### Met1 routing

Scale bar: 20 um. Supply wires on this layer in gray.
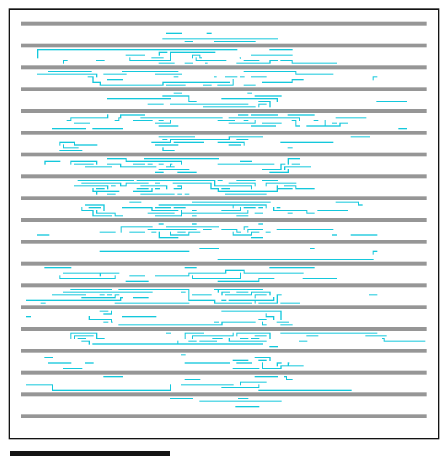
### The metal 2 layer

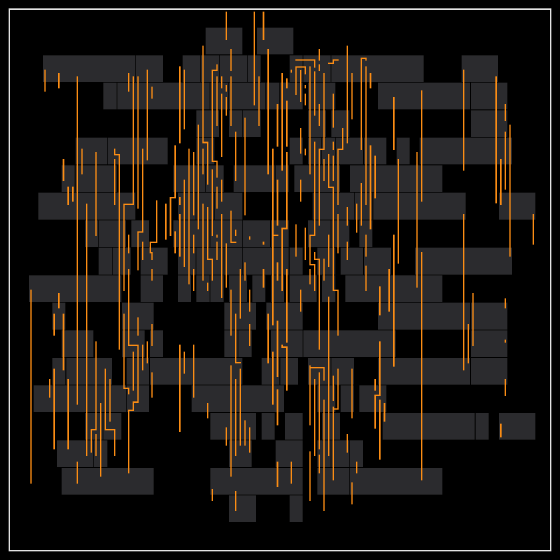
### M3 wires

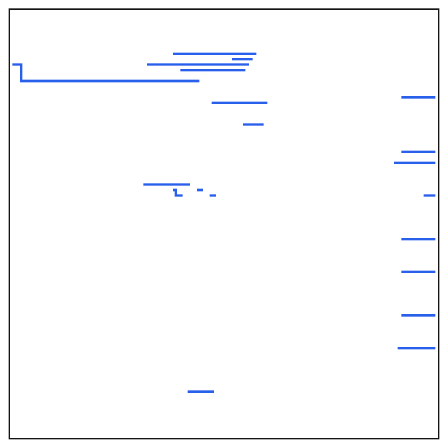
===== src/rtl/traffic_pkg.sv =====
// Shared types for the traffic intersection controller: FSM states, direction
// encoding and the lamp bundle with its Moore decode.
package traffic_pkg;

  localparam int unsigned STATE_W = 3;
  localparam int unsigned LAMP_W  = 7;

  typedef enum logic [STATE_W-1:0] {
    ST_CLR   = 3'd0,
    ST_NS_G  = 3'd1,
    ST_NS_Y  = 3'd2,
    ST_EW_G  = 3'd3,
    ST_EW_Y  = 3'd4,
    ST_WALK  = 3'd5,
    ST_EMERG = 3'd6
  } state_e;

  typedef enum logic {
    DIR_NS = 1'b0,
    DIR_EW = 1'b1
  } dir_e;

  typedef struct packed {
    logic ns_red;
    logic ns_yellow;
    logic ns_green;
    logic ew_red;
    logic ew_yellow;
    logic ew_green;
    logic walk;
  } lamps_t;

  localparam lamps_t LAMPS_ALL_RED = 7'b100_100_0;

  // One lamp per direction; red unless that direction is green or yellow.
  function automatic lamps_t lamps_decode(input state_e st);
    lamps_t l;
    l = LAMPS_ALL_RED;
    case (st)
      ST_NS_G: begin l.ns_red = 1'b0; l.ns_green  = 1'b1; end
      ST_NS_Y: begin l.ns_red = 1'b0; l.ns_yellow = 1'b1; end
      ST_EW_G: begin l.ew_red = 1'b0; l.ew_green  = 1'b1; end
      ST_EW_Y: begin l.ew_red = 1'b0; l.ew_yellow = 1'b1; end
      ST_WALK: l.walk = 1'b1;
      default: l = LAMPS_ALL_RED;
    endcase
    return l;
  endfunction

endpackage


===== src/rtl/dwell_timer.sv =====
// Dwell counter: cleared on state entry, counts up (saturating), and flags
// expiry in the last cycle of a dwell of 'limit' cycles.
module dwell_timer #(
  parameter int unsigned CNT_W = 8
) (
  input  logic             clk,
  input  logic             rst,
  input  logic             load,
  input  logic [CNT_W-1:0] limit,
  output logic             expired_c
);

  logic [CNT_W-1:0] cnt_q;
  logic [CNT_W-1:0] cnt_d;

  always_comb begin
    cnt_d = cnt_q;
    if (load) begin
      cnt_d = '0;
    end else if (cnt_q != {CNT_W{1'b1}}) begin
      cnt_d = cnt_q + CNT_W'(1);
    end
  end

  always_ff @(posedge clk or posedge rst) begin
    if (rst) begin
      cnt_q <= '0;
    end else begin
      cnt_q <= cnt_d;
    end
  end

  assign expired_c = (cnt_q == (limit - CNT_W'(1)));

endmodule


===== src/rtl/traffic_intersection_controller.sv =====
// Two-direction intersection controller with all-red clearance, pedestrian
// walk phase and emergency override; lamps are a registered Moore decode.
module traffic_intersection_controller
  import traffic_pkg::*;
#(
  parameter int unsigned GREEN_TIME   = 5,
  parameter int unsigned YELLOW_TIME  = 2,
  parameter int unsigned ALL_RED_TIME = 1,
  parameter int unsigned WALK_TIME    = 3,
  parameter int unsigned CNT_W        = 8
) (
  input  logic clk,
  input  logic rst,
  input  logic ped_req,
  input  logic emerg,
  output logic ns_red,
  output logic ns_yellow,
  output logic ns_green,
  output logic ew_red,
  output logic ew_yellow,
  output logic ew_green,
  output logic walk,
  output logic ped_pending
);

  state_e           state_q, state_d;
  dir_e             next_dir_q, next_dir_d;
  logic             ped_pending_q, ped_pending_d;
  lamps_t           lamps_q, lamps_d;
  logic [CNT_W-1:0] dwell_limit;
  logic             dwell_load;
  logic             dwell_done_c;

  dwell_timer #(
    .CNT_W (CNT_W)
  ) u_dwell_timer (
    .clk       (clk),
    .rst       (rst),
    .load      (dwell_load),
    .limit     (dwell_limit),
    .expired_c (dwell_done_c)
  );

  // Dwell length of the current state; EMERG is untimed.
  always_comb begin
    dwell_limit = {CNT_W{1'b1}};
    case (state_q)
      ST_CLR:  dwell_limit = CNT_W'(ALL_RED_TIME);
      ST_NS_G: dwell_limit = CNT_W'(GREEN_TIME);
      ST_EW_G: dwell_limit = CNT_W'(GREEN_TIME);
      ST_NS_Y: dwell_limit = CNT_W'(YELLOW_TIME);
      ST_EW_Y: dwell_limit = CNT_W'(YELLOW_TIME);
      ST_WALK: dwell_limit = CNT_W'(WALK_TIME);
      default: dwell_limit = {CNT_W{1'b1}};
    endcase
  end

  // Next state: emergency beats pedestrian beats the normal rotation.
  always_comb begin
    state_d    = state_q;
    next_dir_d = next_dir_q;
    case (state_q)
      ST_CLR: begin
        if (dwell_done_c) begin
          if (emerg) begin
            state_d = ST_EMERG;
          end else if (ped_pending_q) begin
            state_d = ST_WALK;
          end else begin
            state_d = (next_dir_q == DIR_NS) ? ST_NS_G : ST_EW_G;
          end
        end
      end
      ST_NS_G: if (emerg || dwell_done_c) state_d = ST_NS_Y;
      ST_EW_G: if (emerg || dwell_done_c) state_d = ST_EW_Y;
      ST_NS_Y: begin
        if (dwell_done_c) begin
          state_d    = ST_CLR;
          next_dir_d = DIR_EW;
        end
      end
      ST_EW_Y: begin
        if (dwell_done_c) begin
          state_d    = ST_CLR;
          next_dir_d = DIR_NS;
        end
      end
      ST_WALK: begin
        if (emerg) begin
          state_d = ST_EMERG;
        end else if (dwell_done_c) begin
          state_d = ST_CLR;
        end
      end
      ST_EMERG: if (!emerg) state_d = ST_CLR;
      default:  state_d = ST_CLR;
    endcase
  end

  // A request arriving on the cycle WALK is entered stays latched.
  always_comb begin
    ped_pending_d = ped_pending_q;
    if ((state_d == ST_WALK) && (state_q != ST_WALK)) begin
      ped_pending_d = 1'b0;
    end
    if (ped_req) begin
      ped_pending_d = 1'b1;
    end
  end

  assign dwell_load = (state_d != state_q);
  assign lamps_d    = lamps_decode(state_d);

  always_ff @(posedge clk or posedge rst) begin
    if (rst) begin
      state_q       <= ST_CLR;
      next_dir_q    <= DIR_NS;
      ped_pending_q <= 1'b0;
      lamps_q       <= LAMPS_ALL_RED;
    end else begin
      state_q       <= state_d;
      next_dir_q    <= next_dir_d;
      ped_pending_q <= ped_pending_d;
      lamps_q       <= lamps_d;
    end
  end

  assign ns_red      = lamps_q.ns_red;
  assign ns_yellow   = lamps_q.ns_yellow;
  assign ns_green    = lamps_q.ns_green;
  assign ew_red      = lamps_q.ew_red;
  assign ew_yellow   = lamps_q.ew_yellow;
  assign ew_green    = lamps_q.ew_green;
  assign walk        = lamps_q.walk;
  assign ped_pending = ped_pending_q;

endmodule


===== config.mk =====
export PLATFORM = sky130hd
export DESIGN_NAME = traffic_intersection_controller
export DESIGN_NICKNAME = d
export VERILOG_FILES = /design/src/rtl/traffic_pkg.sv /design/src/rtl/dwell_timer.sv /design/src/rtl/traffic_intersection_controller.sv
export SDC_FILE = /design/constraint.sdc
export NUM_CORES = 1
export LEC_CHECK = 0
export CAP_MARGIN = 20
export CORE_UTILIZATION = 45
export CTS_CLUSTER_DIAMETER = 60
export CTS_CLUSTER_SIZE = 16
export DETAILED_ROUTE_END_ITERATION = 8
export PLACE_DENSITY = 0.65
export SLEW_MARGIN = 20
export SYNTH_ARGS = -nofsm -noshare
export SYNTH_HDL_FRONTEND = slang
export SYNTH_SLANG_ARGS = --single-unit

===== constraint.sdc =====
create_clock -name clk -period 5.3 [get_ports clk]
set_clock_uncertainty 0.1 [all_clocks]
set_input_delay 0.795 -clock clk [delete_from_list [all_inputs] [get_ports clk]]
set_output_delay 0.795 -clock clk [all_outputs]
set_load 0.005 [all_outputs]

==> impl_metrics.ini <==
; generated from flow reports
[outcome]
status = complete, no violations

[floorplanning]
die_w_um = 53.40
fp_util = 0.4798
die_area_um2 = 2851
io_pins = 12
core_um2 = 2477

[cts]
worstSkewPairLatency_ns = 0.31
ctsHoldBuffers = 0
post_cts_resized = 0
clock-sinks = 20

[yosys]
ys_async_sr_fraction = 1.000
yosys_warnings = 0
edf_count = 0
synth_seq_share = 0.4232
synthTopCellsByCount = 18 x dfrtp_1, 15 x nor2_1, 9 x nand2_1, 9 x nand3_1, 9 x o21ai_0
mux_area_frac = 0.01684

[setup_path]
critPathLaunch = state_q[1]
crit_slowest_cell = dfrtp_1
crit_type = reg2reg
crit_path_end_kind = flop
critPathLaunchType = flop
cp.depth = 10
cpPeakStageDelay_ns = 0.65

[flow_run]
warning_count = 26

[global_route]
grtUsageMet2 = 0.3042
grt.total_usage = 0.2008

[layout]
n_all_inverters = 7
nFlopsAndLatches = 20
clock_buffer_count = 4
nFillCells = 240
regMostFlops = u_dwell_timer.cnt_q
largest_register_ffs = 8

[placed_design]
gp_congestion = 0.7965
port_buffers = 11

[pwr]
pwr-share-comb = 0.442
pg_comb_uw = 299
p_int_uw = 380.5
p_per_area_nw_per_um2 = 510.8
total_power_uw = 676.2
power_leader = registers

[routing]
num_vias = 986
dr.pass1.iters = 4

[final_timing]
timing.final.ws_setup_ns = 2.385
## Picture notes: 'Met1 routing'
- main direction: horizontal
- share of all routed wire: 46%
- longest straight run: 24.8 um
- wire length on this layer: 1090 um
- nets with wire on the layer: 126
drt total wl: 2371 um
met1 usage in global routing: 0.2643

## Picture notes: 'The metal 2 layer'
- share of all routed wire: 48%
- wire length on this layer: 1130 um

## Picture notes: 'M3 wires'
- wire length on this layer: 107 um
- main direction: horizontal
- nets with wire on the layer: 17
- share of all routed wire: 4.5%

No activity file was given, so power comes from the tool's default toggle rates.
